Design clken_multi, sky130hd; sources not shown.
**I/O nets highlighted**

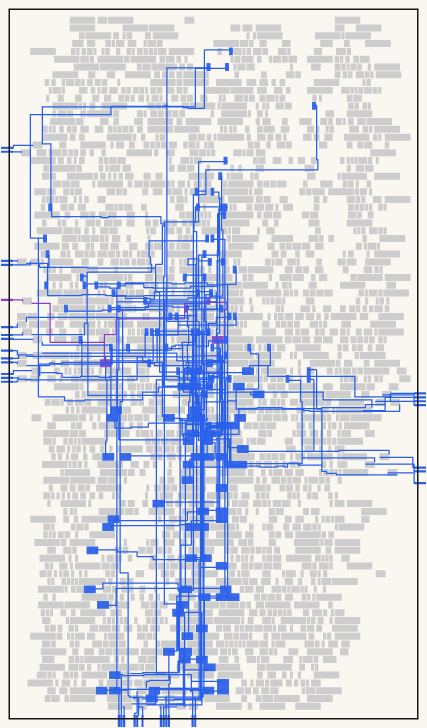
cfg_oneshot -> purple  # bits 1, direction input, edge left, end cells 4, buffers 1, wire 126 µm
cfg_div -> blue  # bits 32, direction input, edge 13 left, 12 bottom, 7 right, end cells 136, buffers 32, wire 6890 µm
number of top-level pins: 49
number of buffers added on ports: 48

**Placed standard cells**

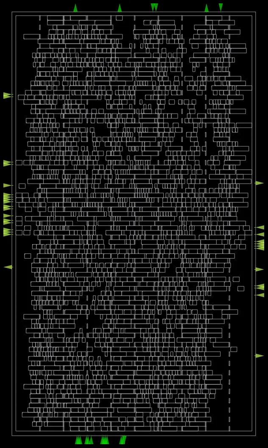
Finished Core Util: 58.2%
register fraction of the total cell area: 34.8%
area of the core: 33300 µm²
Cell Count, Final, Fillers Out: 2488

==> notes.md <==
The synthesis and PnR run went through. By count the netlist is led by 342 x sky130_fd_sc_hd__nand2_1, 236 x sky130_fd_sc_hd__dfrtp_1, 143 x sky130_fd_sc_hd__nor2_1. Fill cells in the final layout number 2894. In this run the horizontal extent of the chip is 142 µm. Count of instantiated cells in the yosys netlist landed at 2112.

Looking at the power breakdown, combinational cells take 22.0% of the total. STA lists the maximum fanout along the critical path as 32. Proportion of layout cells with a drive suffix above 1 landed at 10.1%.

For reference, compound AND-OR and OR-AND cells occupy 13.1% of the area reported after synthesis. In this run the maximum-capacitance check reported violations numbering 0. The final timing report gives a worst setup slack of 8.72 ns. The vertical die dimension reported for this design is 247 µm.

The flow reports power dissipated in sequential cells as 0.000967 W. Simple-gate share of the synthesized area landed at 30.4%. In this run the tools logged warnings totalling 28. The worst setup path is launched from a flop. Max-slew violation count landed at 0. After floorplanning, the die was sized to cover 35100 µm². In this run, post-CTS hold repair placed 0 buffers. Across every metal layer, demand over resource in global routing totals 30.8%. Data required time at the worst endpoint landed at 14.42 ns. Met2 wire length landed at 26000 µm. Number of synthesized register bits landed at 268.

Per the layout area report, the register area comes to 6750 µm². Per the final report, the share of cell area in non-clock buffers is 3.16%. Met1 track utilization from global routing landed at 36.5%. Well-tap cell count landed at 409. RePlAce ended its routability-driven mode at a weighted congestion of 0.989. Maximum VDD drop landed at 0.0975 mV. The highest metal layer carrying signal wires in the routed design is met4. After synthesis, the cell types taking the most area are sky130_fd_sc_hd__dfrtp_1 33%, sky130_fd_sc_hd__nand2_1 7.1%, sky130_fd_sc_hd__xnor2_1 5.4%, sky130_fd_sc_hd__dfstp_2 4.7%, sky130_fd_sc_hd__mux2_2 4.2%. Area of the multi-input gates landed at 10500 µm². Logic share of the area landed at 54.1%. Sorting the Yosys area breakdown by cell type puts at the top sky130_fd_sc_hd__dfrtp_1.

Among the non-sequential cells, simple AND/OR/NAND/NOR gates take the most area. Mux cell area share after synthesis landed at 5.20%. Leakage power of the design landed at 7.65 nW.

Measured on the final layout, the clock distribution area share stands at 4.49%. Area share of the largest cell type after synthesis landed at 32.9%. Per the skew report, the later register of the worst-skew pair sees a clock latency of 0.57 ns.

The finished cells cover 19400 µm². The synthesized instance count is 2112. The clock network power reported by the tool is 0.000724 W.

By instance count, the leading cell after synthesis is sky130_fd_sc_hd__nand2_1. Actual slew at the worst max-slew pin landed at 1.08 ns. The flow ran to the end, and the final reports show no timing, DRC or antenna violations. Per the synthesis report, the number of distinct cell types is 89. Flip-flop and latch count landed at 268. Number of buffer and inverter stages on the critical path landed at 1. After Yosys synthesis, XOR and XNOR cells account for 8.89% of the synthesized area. Routing resource usage on met2 recorded by global route was 52.7%. Among cell families on the critical path, the largest total delay comes from simple AND/OR/NAND/NOR gates. OpenSTA, run right after detailed placement, puts the worst setup slack at 8.75 ns. Summing the sequential cell areas from Yosys gives 37.5% of the chip area.

Final period demand of the worst path landed at 5.38 ns. Once detail routing completed, the nets flagged for antenna violations numbered 0. Per STA, the highest per-stage delay on the worst path measures 0.87 ns. Final routed wirelength across all metal layers landed at 53500 µm.

For this run, the number of Yosys warnings is 0. Looking at the global route congestion table, the highest-usage layer is met2. In this run the worst hold path is classified as reg2reg.

Of all flip-flops after synthesis, the portion carrying an async set or reset was 100%. By area, combinational gates come first. Number of buffers outside the clock class in the layout landed at 65.

Per STA, the worst path is made up of inv_1 -> ha_1 -> or4b_1 -> nor4_1 -> o22ai_1 -> nor4_1 -> or4b_1 -> nor4_2 -> nand4_2 -> nand2_1 -> o311ai_1. Net switching is 33.6% of the power. In this run, post-CTS repair resized a total of 0 instances. The worst-case max-slew headroom was logged as 27.0%.

The worst path uses 38.2% of the clock period. In this run, the synthesized area fraction spent on adder and majority cells is recorded as 0.557%. Share of total power in sequential cells landed at 44.6%.

The clock net in this run drives a total of 268 sinks. In the CTS report, the clock slew at the register clock pins of the worst setup and hold paths is listed as 0.07 ns. met3 track demand over resource after global routing is 3.87%. The most common logic cell in the final layout is sky130_fd_sc_hd__nand2_1.

The critical path is of the reg2reg type. In the finished layout, the clock tree contains a buffer count of 34. Number of flops mapped to enable cells by yosys landed at 0. Switching power landed at 0.000729 W. Post-route setup TNS landed at 0 ns. Number of gates on the worst path with buffers counted landed at 11. Met3 wire length landed at 3050 µm.

Setup repair after global routing left no endpoint under its margin. Per the GRT congestion report, total overflow comes to 0. Worst hold slack across all endpoints landed at 0.390 ns. For this run, the leading register cell type out of synthesis is sky130_fd_sc_hd__dfrtp_1. Post-synthesis instance area landed at 18000 µm².

Number of standard-cell rows in the floorplan landed at 89. The group that draws the most power in this run is sequential cells. Ratio of total power to cell area landed at 112 nW/µm². First-pass GRT wire length landed at 85900 µm.

Placed wire-length estimate landed at 39000 µm. Summing all placed instances gives a cell area of 18500 µm². The most common logic cells in the final layout are 342 x sky130_fd_sc_hd__nand2_1, 236 x sky130_fd_sc_hd__dfrtp_1, 143 x sky130_fd_sc_hd__nor2_1, 126 x sky130_fd_sc_hd__nand3_1, 110 x sky130_fd_sc_hd__xnor2_1.

Number of multi-input combinational cells in the layout landed at 1658. Total clock buffers created by CTS landed at 27. The clock passes through at most 3 buffers. The tree is rooted in a sky130_fd_sc_hd__clkbuf_16.

The initial antenna violation count came to 0. Count of cells along the worst register-to-register path landed at 11. Per the STA report, the cell with the highest stage delay on the worst path is sky130_fd_sc_hd__nand2_1.

According to the report, the first pass of detailed routing completed in 5 iterations. Internal reg-to-reg setup slack landed at 8.72 ns. For this block, wires on met1 add up to 20500 µm.

Internal power summed over all cells landed at 0.00144 W. For reference, the final report shows the hold violation count at 0. Total inserted antenna cells landed at 0.

Hold analysis shows the worst path with a depth of 2. Number of global-route vias before repair landed at 16000. STA puts the critical path data arrival time at 5.70 ns. The final layout contains 2108 nets. Layout inverter count without the clock tree landed at 39. In the synthesis report, Yosys lists the chip area as 18000 µm².

Maximum clock rate landed at 186 MHz. The final power report lists total power as 0.00217 W. Count of routing violations after the opening detailed-route iteration landed at 1283.

Total instance count after detailed placement landed at 2439. Fraction of the core area occupied by cells at floorplan landed at 54.0%. Number of remaining DRC errors landed at 0.

Combinational cells consume a total of 0.000477 W. Per the run report, area growth between synthesis and finish was 7.85%. Count of endpoints failing setup in the final report landed at 0. Buffers added to address setup during post-CTS repair amount to 0. Total nets after synthesis landed at 2161. The routed design shows a wire length per standard cell of 21.5 µm.

The worst setup path is captured at a flop. The script logs the ratio of routed vias to standard cells as 6.60. Of the total power, the clock network draws 33.4%. Level count of the clock H-tree landed at 1. TritonCTS built the clock tree.
Power figures rest on the tool's default switching activity, not on a simulated workload.
